==> src/rtl/instr_fetch_unit.sv <==
// instr_fetch_unit: prefetching instruction fetcher with a 2-entry buffer, redirect flush and halt drain.
module instr_fetch_unit #(
  parameter logic [7:0] BOOT_ADDR = 8'h00,
  parameter int DEPTH = 2
) (
  input  logic        clk,
  input  logic        rst,
  input  logic        start,
  input  logic        halt_req,
  input  logic        redirect_valid,
  input  logic [7:0]  redirect_pc,
  output logic [7:0]  cmd_addr,
  output logic        cmd_rd,
  input  logic [23:0] cmd,
  output logic        instr_valid,
  input  logic        instr_ready,
  output logic [23:0] instr,
  output logic [7:0]  instr_pc,
  output logic        halted
);
  typedef enum logic [1:0] {IDLE, FETCH, DRAIN, HALT} state_t;
  localparam logic [1:0] CAP = 2'(DEPTH);
  state_t state;
  logic [7:0] pc, issue_pc;
  logic [1:0] count, count_nxt;
  logic [31:0] fifo [2];
  logic redirect, push, pop, issue, wr_idx;
  assign instr_valid = count != 2'd0;
  assign instr = fifo[0][23:0];
  assign instr_pc = fifo[0][31:24];
  assign halted = state == HALT;
  // cmd_rd doubles as the in-flight flag: its data is on cmd this cycle
  always_comb begin
    redirect = redirect_valid & (state == FETCH || state == DRAIN);
    pop = instr_valid & instr_ready & ~redirect;
    push = cmd_rd & ~redirect;
    count_nxt = redirect ? 2'd0 : count + {1'b0, push} - {1'b0, pop};
    issue = state == IDLE ? start : state == FETCH && !halt_req && count_nxt < CAP;
    issue_pc = state == IDLE ? BOOT_ADDR : redirect ? redirect_pc : pc;
    wr_idx = count[0] ^ pop;
  end
  always_ff @(posedge clk) begin
    if (rst) begin
      state <= IDLE;
      pc <= BOOT_ADDR;
      count <= 2'd0;
      cmd_rd <= 1'b0;
      cmd_addr <= 8'h00;
      fifo[0] <= 32'h0;
      fifo[1] <= 32'h0;
    end else begin
      state <= state == IDLE && start ? FETCH :
               state == FETCH && halt_req ? DRAIN :
               state == DRAIN && count_nxt == 2'd0 ? HALT : state;
      cmd_rd <= issue;
      count <= count_nxt;
      if (issue) begin
        cmd_addr <= issue_pc;
        pc <= issue_pc + 8'd1;
      end else if (redirect) pc <= redirect_pc;
      if (pop) fifo[0] <= fifo[1];
      if (push) fifo[wr_idx] <= {cmd_addr, cmd};
    end
  end
endmodule

==> config.mk <==
export PLATFORM = sky130hd
export DESIGN_NAME = instr_fetch_unit
export DESIGN_NICKNAME = d
export VERILOG_FILES = /design/src/rtl/instr_fetch_unit.sv
export SDC_FILE = /design/constraint.sdc
export NUM_CORES = 1
export LEC_CHECK = 0
export ABC_AREA = 1
export CAP_MARGIN = 20
export CORE_ASPECT_RATIO = 0.7
export CORE_MARGIN = 10
export CORE_UTILIZATION = 51
export CTS_CLUSTER_SIZE = 10
export DETAILED_ROUTE_END_ITERATION = 6
export PLACE_DENSITY_LB_ADDON = 0.3
export SYNTH_ARGS = -nofsm -noshare
export SYNTH_HDL_FRONTEND = slang
export SYNTH_SLANG_ARGS = --single-unit
==> constraint.sdc <==
create_clock -name clk -period 3.4 [get_ports clk]
set_clock_uncertainty 0.2 [all_clocks]
set_input_delay 0.68 -clock clk [delete_from_list [all_inputs] [get_ports clk]]
set_output_delay 0.68 -clock clk [all_outputs]
set_load 0.05 [all_outputs]
flops_by_reg.png
The bar under the picture is 50 um long.
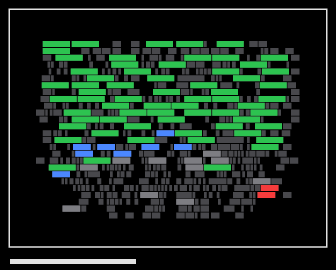
- cmd_addr: blue (sequential cells 8)
- state: red (sequential cells 2)
- fifo: green (sequential cells 64)
- not colored: 11
power of the sequential group: 1.31 mW
Seq/total area: 46.8%

detail.png
The bar under the picture is 20 um long. Window x 38 to 88, y 41 to 91 um. Cells in gray, sequential cells in the stronger gray; small squares are vias.
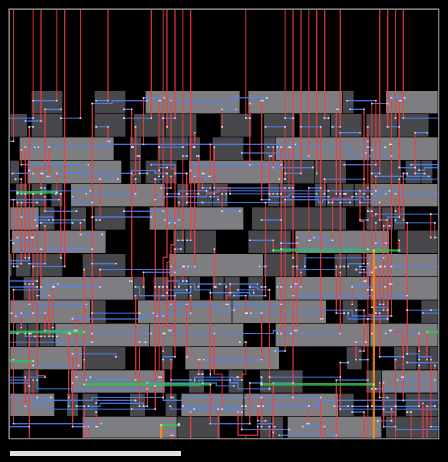
- metal 4: orange
- metal 3: green
- metal 1: blue
- metal 2: red
- netlist names of flops here include: fifo (32), cmd_addr (1)
- cells with their middle in the window: 128
- most frequent: edfxtp_1 (32), clkdlybuf4s50_1 (22)
- sequential cells in the window: 33

clocks.png
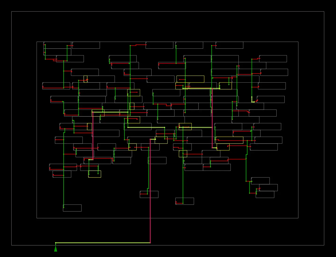
clock sink count: 85
sequential cell count: 85
clk_buf instances: 10
Late-Pin Clk Latency: 0.34 ns

==> run_results.csv <==
group,metric,value,unit
run_status,result_of_the_run,"finished, final reports clean",
routing,met1_length,3.92,mm
power_and_ir_drop,power_switching,1.04,mW
yosys,ys_top_logic_family,"simple AND/OR/NAND/NOR gates",
yosys,synth-main-ff-cell,"edfxtp_1",
worst_setup_path,cp_cell_sequence,"inv_1, ha_1, nand2_8, nand3_4, inv_2, ha_1, inv_1, ha_1, inv_1, nand2_1, nand3_2, nand2_2, nand2_2, inv_2, nand2_1, a21oi_1",
routing,top_layer,"met4",
worst_hold_path,worstHoldEndpoint,"cmd_addr[4]$_SDFFE_PP0P_",
power_and_ir_drop,fin_total_pwr,3.00,mW
floorplan,top_level_ports,81,
sta,rsz0062_at_grt,"no",
yosys,syn_area_per_cell,9.91,um^2
layout,non_clock_inverter_count,54,
worst_setup_path,worst-path-buf-inv,5,
yosys,synthesis.area,3960,um^2
layout,area_delta_synth_final,26.4,%
layout,fin_util,67.5,%
floorplan,floorplan.die.height,93.8,um
clock_network,path_clk_slew,0.09,ns
sta,max_freq,328,MHz
yosys,synthMuxAreaShare,0,%
layout,fill_cells,596,
yosys,compound_area_share,7.17,%
power_and_ir_drop,internal-power,1.96,mW
global_route,gr-usage-met3,4.74,%
yosys,synth_async_sr_flop_share,0,%
layer_met1.png
The bar under the picture is 50 um long.
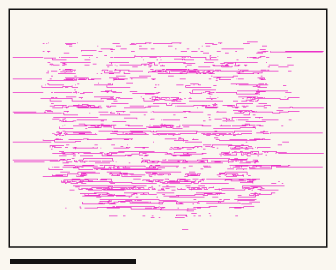
- share of all routed wire: 44%
- wire length on this layer: 3920 um
- main direction: horizontal
- longest straight run: 23.9 um

io_placement.png
The bar under the picture is 50 um long. Pins as bars across the die edge, other pins in gray.
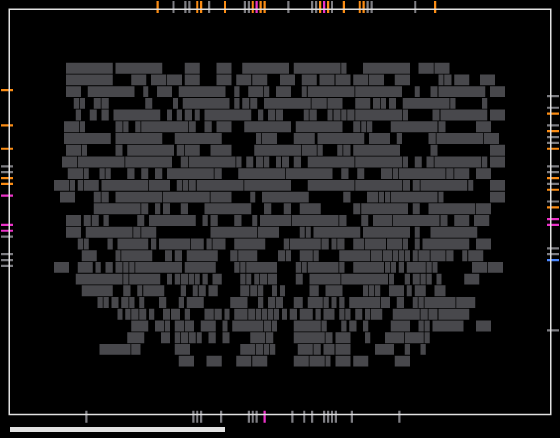
- cmd: orange (pins 24; direction input; edge 13 top, 6 right, 5 left)
- instr_pc: magenta (pins 8; direction output; edge 3 left, 2 right, 2 top, 1 bottom)
- cmd_rd: blue (pins 1; direction output; edge right)
- all pins by edge: 28 top, 21 right, 18 bottom, 14 left

Power and IR drop assume default switching activity.
